<file path="src/rtl/sample_adc_capture_if.sv">
// ---------------------------------------------------------------------------
// sample_adc_capture_if
//
// This interface carries the AXI-Stream output of the ADC capture block.
//
// Signals
//   tdata   DATA_W  captured beat (the timestamp header, or sample data)
//   tvalid  1       a beat is presented
//   tready  1       the downstream sink accepts the presented beat
//   tlast   1       this beat is the final beat of a capture window
//
// Modports
//   master  the capture block. It drives tdata, tvalid and tlast.
//   slave   the downstream DMA/PS path. It drives tready.
// ---------------------------------------------------------------------------
interface sample_adc_capture_if #(
  parameter int DATA_W = 128
) ();
  logic [DATA_W-1:0] tdata;
  logic              tvalid;
  logic              tready;
  logic              tlast;

  modport master (output tdata, output tvalid, output tlast, input tready);
  modport slave  (input tdata, input tvalid, input tlast, output tready);
endinterface

</file>
<file path="src/rtl/sample_adc_capture.sv">
// ---------------------------------------------------------------------------
// sample_adc_capture
//
// Purpose
//   This block receives 128-bit JESD rx beats. A trigger pulse starts a
//   capture window. The block skips a programmable number of valid beats, and
//   then captures a programmable number of beats. The captured window streams
//   out through an output FIFO as an AXI-Stream master. Every started window
//   ends with exactly one tlast, even when beats must be dropped.
//
// Optional feature (macro CAPTURE_TIMESTAMP_EN)
//   When this macro is defined, a free-running 32-bit cycle counter runs. Each
//   accepted trigger pushes one header beat {zeros, ts_at_trigger}, with
//   tlast=0, ahead of the window data.
//
// Ports
//   rx_core_clk    clock for all logic
//   rx_core_reset  synchronous, active-high reset
//   rx_tdata       rx sample beat
//   rx_tvalid      qualifier for rx_tdata
//   trig_i         1-cycle trigger pulse; honoured only in IDLE
//   arm_i          triggers are accepted only while this level is high
//   delay_i        number of valid beats to skip after the trigger
//   len_i          number of beats to capture; 0 means the trigger is ignored
//   m_axis         AXI-Stream master (see sample_adc_capture_if)
//   busy_o         high while a window is in progress
//   overflow_o     sticky flag: at least one beat was dropped
//   clr_ovf_i      clears overflow_o; a set in the same cycle wins
//   capture_cnt_o  number of windows started since reset (wraps)
// ---------------------------------------------------------------------------
module sample_adc_capture #(
  parameter int DATA_W     = 128,
  parameter int FIFO_DEPTH = 16,
  parameter int CNT_W      = 16
) (
  input  logic                 rx_core_clk,
  input  logic                 rx_core_reset,
  input  logic [DATA_W-1:0]    rx_tdata,
  input  logic                 rx_tvalid,
  input  logic                 trig_i,
  input  logic                 arm_i,
  input  logic [CNT_W-1:0]     delay_i,
  input  logic [CNT_W-1:0]     len_i,
  sample_adc_capture_if.master m_axis,
  output logic                 busy_o,
  output logic                 overflow_o,
  input  logic                 clr_ovf_i,
  output logic [31:0]          capture_cnt_o
);

  localparam int PTR_W = $clog2(FIFO_DEPTH);
  localparam int OCC_W = PTR_W + 1;
  // One FIFO slot is always held back for the tlast beat of the open window.
  // The effective occupancy is therefore the stored count plus one. A non-last
  // beat is admitted only while stored + 1 < FIFO_DEPTH - 1.
  localparam logic [OCC_W-1:0] ADMIT_LIMIT = OCC_W'(FIFO_DEPTH - 2);

  typedef enum logic [1:0] {S_IDLE, S_DELAY, S_CAPTURE, S_DRAIN} state_t;

  state_t              state_q, state_d;
  logic [CNT_W-1:0]    delay_cnt_q, delay_cnt_d;
  logic [CNT_W-1:0]    len_cnt_q, len_cnt_d;
  logic [31:0]         capture_cnt_q, capture_cnt_d;
  logic                overflow_q, overflow_d;

  // This is a one-deep push stage between the FSM and the FIFO. It gives the
  // two-cycle rx-to-m_axis latency. The FIFO admission check is made here,
  // against the occupancy at the moment of the write.
  logic                push_q, push_d;
  logic                push_last_q, push_last_d;
  logic [DATA_W-1:0]   push_data_q, push_data_d;

  logic [PTR_W-1:0]    wr_ptr_q, wr_ptr_d;
  logic [PTR_W-1:0]    rd_ptr_q, rd_ptr_d;
  logic [OCC_W-1:0]    occ_q, occ_d;
  logic [DATA_W:0]     mem_q [FIFO_DEPTH];

  logic                wr_en;
  logic                rd_en;
  logic                fifo_drained;
  logic [DATA_W:0]     rd_word;

`ifdef CAPTURE_TIMESTAMP_EN
  logic [31:0]         ts_q, ts_d;
`endif

  assign rd_en   = m_axis.tready && (occ_q != '0);
  // The last beat bypasses the occupancy limit. This works because of the
  // slot that was held back for it.
  assign wr_en   = push_q && (push_last_q || (occ_q < ADMIT_LIMIT));
  // The window is complete once no push is in flight and the FIFO is empty,
  // or becomes empty with this pop.
  assign fifo_drained = !push_q &&
                        ((occ_q == '0) || ((occ_q == OCC_W'(1)) && rd_en));

  always_comb begin
    state_d       = state_q;
    delay_cnt_d   = delay_cnt_q;
    len_cnt_d     = len_cnt_q;
    capture_cnt_d = capture_cnt_q;
    push_d        = 1'b0;
    push_last_d   = 1'b0;
    push_data_d   = rx_tdata;
    wr_ptr_d      = wr_ptr_q;
    rd_ptr_d      = rd_ptr_q;
    occ_d         = occ_q;
    overflow_d    = overflow_q;
`ifdef CAPTURE_TIMESTAMP_EN
    ts_d          = ts_q + 32'd1;
`endif

    // FIFO bookkeeping
    if (wr_en) wr_ptr_d = wr_ptr_q + PTR_W'(1);
    if (rd_en) rd_ptr_d = rd_ptr_q + PTR_W'(1);
    case ({wr_en, rd_en})
      2'b10:   occ_d = occ_q + OCC_W'(1);
      2'b01:   occ_d = occ_q - OCC_W'(1);
      default: occ_d = occ_q;
    endcase

    // Overflow is sticky. A drop in the same cycle takes priority over a clear.
    if (push_q && !wr_en) overflow_d = 1'b1;
    else if (clr_ovf_i)   overflow_d = 1'b0;

    case (state_q)
      S_IDLE: begin
        if (arm_i && trig_i && (len_i != '0)) begin
          delay_cnt_d   = delay_i;
          len_cnt_d     = len_i;
          capture_cnt_d = capture_cnt_q + 32'd1;
`ifdef CAPTURE_TIMESTAMP_EN
          // The FIFO is empty in IDLE, so the header always fits.
          push_d        = 1'b1;
          push_data_d   = DATA_W'(ts_q);
`endif
          state_d       = (delay_i != '0) ? S_DELAY : S_CAPTURE;
        end
      end
      S_DELAY: begin
        if (rx_tvalid) begin
          // The beat that takes the count to zero is itself skipped.
          delay_cnt_d = delay_cnt_q - CNT_W'(1);
          if (delay_cnt_q == CNT_W'(1)) state_d = S_CAPTURE;
        end
      end
      S_CAPTURE: begin
        if (rx_tvalid) begin
          push_d      = 1'b1;
          push_last_d = (len_cnt_q == CNT_W'(1));
          len_cnt_d   = len_cnt_q - CNT_W'(1);
          if (len_cnt_q == CNT_W'(1)) state_d = S_DRAIN;
        end
      end
      S_DRAIN: begin
        if (fifo_drained) state_d = S_IDLE;
      end
      default: state_d = S_IDLE;
    endcase
  end

  always_ff @(posedge rx_core_clk) begin
    if (rx_core_reset) begin
      state_q       <= S_IDLE;
      delay_cnt_q   <= '0;
      len_cnt_q     <= '0;
      capture_cnt_q <= '0;
      overflow_q    <= 1'b0;
      push_q        <= 1'b0;
      push_last_q   <= 1'b0;
      push_data_q   <= '0;
      wr_ptr_q      <= '0;
      rd_ptr_q      <= '0;
      occ_q         <= '0;
`ifdef CAPTURE_TIMESTAMP_EN
      ts_q          <= '0;
`endif
    end else begin
      state_q       <= state_d;
      delay_cnt_q   <= delay_cnt_d;
      len_cnt_q     <= len_cnt_d;
      capture_cnt_q <= capture_cnt_d;
      overflow_q    <= overflow_d;
      push_q        <= push_d;
      push_last_q   <= push_last_d;
      push_data_q   <= push_data_d;
      wr_ptr_q      <= wr_ptr_d;
      rd_ptr_q      <= rd_ptr_d;
      occ_q         <= occ_d;
`ifdef CAPTURE_TIMESTAMP_EN
      ts_q          <= ts_d;
`endif
    end
  end

  // The storage array has no reset. Occupancy alone decides what is valid.
  always_ff @(posedge rx_core_clk) begin
    if (wr_en) mem_q[wr_ptr_q] <= {push_last_q, push_data_q};
  end

  // First-word-fall-through read. The head entry is forced to zero while the
  // FIFO is empty, so the outputs idle at 0.
  assign rd_word       = mem_q[rd_ptr_q];
  assign m_axis.tvalid = (occ_q != '0);
  assign m_axis.tdata  = (occ_q != '0) ? rd_word[DATA_W-1:0] : '0;
  assign m_axis.tlast  = (occ_q != '0) ? rd_word[DATA_W] : 1'b0;

  assign busy_o        = (state_q != S_IDLE);
  assign overflow_o    = overflow_q;
  assign capture_cnt_o = capture_cnt_q;

endmodule

</file>
<file path="src/flat_wrapper.sv">
// flat-port wrapper written by rule: the top's interface ports become plain ports
module sample_adc_capture_flat 
#(
  parameter int DATA_W     = 128,
  parameter int FIFO_DEPTH = 16,
  parameter int CNT_W      = 16
)
  (rx_core_clk, rx_core_reset, rx_tdata, rx_tvalid, trig_i, arm_i, delay_i, len_i, busy_o, overflow_o, clr_ovf_i, capture_cnt_o, m_axis_tdata, m_axis_tvalid, m_axis_tlast, m_axis_tready);
  sample_adc_capture_if #(.DATA_W(DATA_W)) m_axis_i ();
  input  logic rx_core_clk;
  input  logic rx_core_reset;
  input  logic [DATA_W-1:0] rx_tdata;
  input  logic rx_tvalid;
  input  logic trig_i;
  input  logic arm_i;
  input  logic [CNT_W-1:0] delay_i;
  input  logic [CNT_W-1:0] len_i;
  output logic busy_o;
  output logic overflow_o;
  input  logic clr_ovf_i;
  output logic [31:0] capture_cnt_o;
  output wire logic [$bits(m_axis_i.tdata)-1:0] m_axis_tdata;
  output wire logic [$bits(m_axis_i.tvalid)-1:0] m_axis_tvalid;
  output wire logic [$bits(m_axis_i.tlast)-1:0] m_axis_tlast;
  input wire logic [$bits(m_axis_i.tready)-1:0] m_axis_tready;
  assign m_axis_tdata = m_axis_i.tdata;
  assign m_axis_tvalid = m_axis_i.tvalid;
  assign m_axis_tlast = m_axis_i.tlast;
  assign m_axis_i.tready = m_axis_tready;
  sample_adc_capture #(.DATA_W(DATA_W), .FIFO_DEPTH(FIFO_DEPTH), .CNT_W(CNT_W)) u_core (.rx_core_clk(rx_core_clk), .rx_core_reset(rx_core_reset), .rx_tdata(rx_tdata), .rx_tvalid(rx_tvalid), .trig_i(trig_i), .arm_i(arm_i), .delay_i(delay_i), .len_i(len_i), .m_axis(m_axis_i), .busy_o(busy_o), .overflow_o(overflow_o), .clr_ovf_i(clr_ovf_i), .capture_cnt_o(capture_cnt_o));
endmodule
</file>
<file path="config.mk">
export PLATFORM = sky130hd
export DESIGN_NAME = sample_adc_capture_flat
export DESIGN_NICKNAME = d
export VERILOG_FILES = /design/src/rtl/sample_adc_capture_if.sv /design/src/rtl/sample_adc_capture.sv /design/src/flat_wrapper.sv
export SDC_FILE = /design/constraint.sdc
export NUM_CORES = 2
export LEC_CHECK = 0
export ABC_AREA = 1
export CAP_MARGIN = 20
export CORE_MARGIN = 2
export CORE_UTILIZATION = 40
export CTS_BUF_LIST = sky130_fd_sc_hd__clkbuf_2 sky130_fd_sc_hd__clkbuf_4 sky130_fd_sc_hd__clkbuf_8
export DETAILED_ROUTE_END_ITERATION = 10
export GPL_TIMING_DRIVEN = 0
export PLACE_DENSITY_LB_ADDON = 0.25
export SETUP_SLACK_MARGIN = 0.1
export SLEW_MARGIN = 20
export SYNTH_ARGS = -nofsm -noshare
export SYNTH_HDL_FRONTEND = slang
export SYNTH_SLANG_ARGS = --single-unit
</file>
<file path="constraint.sdc">
create_clock -name rx_core_clk -period 9.7 [get_ports rx_core_clk]
set_input_delay 2.91 -clock rx_core_clk [delete_from_list [all_inputs] [get_ports rx_core_clk]]
set_output_delay 2.91 -clock rx_core_clk [all_outputs]
set_load 0.1 [all_outputs]
</file>
clocks.png
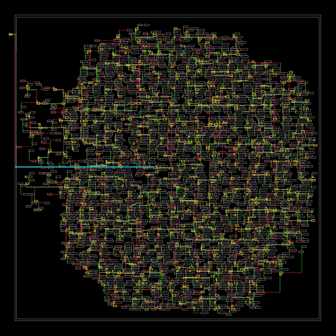
CTS Buf Count: 385
Skew-Pair Late Insertion Delay: 1.07 ns
clk_skew: 0.0939 ns

metal_density.png
24 x 24 tiles, from dark purple (low) to yellow (high), scaled to the fullest tile. Values are wire area over tile area, all layers added.
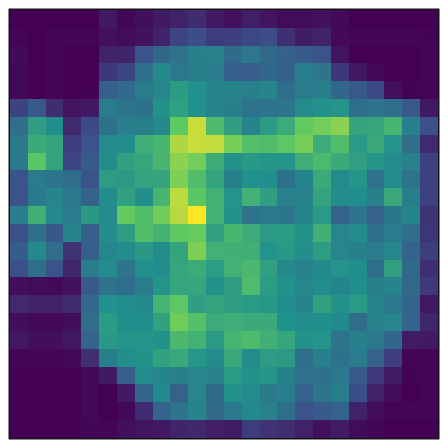
densest ninth of the die: centre
mean over tiles: 0.23
nearly empty tiles: 14%
fullest tile: 0.65
emptiest ninth of the die: south-west
tiles over half the peak: 28%
GRT Overall Usage: 25.8%
wire per inst: 27.3 um

==> results.json <==
{
  "cp.arrival_ns": 5.52,
  "pg_comb_uw": 10700,
  "met2_usage_pct": 40.6,
  "hold_class": "reg -> reg",
  "final_cells": 11107,
  "status": "finished clean",
  "path_cells": "buf_4, inv_4, buf_2, clkbuf_1, o21ai_0, o221ai_1, nand3_1, a21oi_1, clkdlybuf4s50_1",
  "required_ns": 6.79,
  "cp_top_family": "buffers and inverters",
  "syn_nets": 7169,
  "min-delay-start": "u_core.overflow_o$_SDFFE_PP0P_",
  "synth.mux.area_fraction_pct": 0,
  "nWellTaps": 2975,
  "postCtsSetupBuffers": 0,
  "timing.rr.start": "u_core.push_last_q$_SDFF_PP0_",
  "wl_met3_um": 31000,
  "fin_crit_ns": 8.43,
  "cp-start-kind": "register",
  "antenna_found_initial": 29,
  "drt_iter0_drc": 7973,
  "place_ws_ns": 2.37,
  "met2_length_um": 139000,
  "grt_pass1_wl_um": 429000,
  "grt_pass1_vias": 61232,
  "top_layer": "met5",
  "dpl-instance-area_sq_um": 99500,
  "n_all_buffers": 940,
  "inverters": 222
}
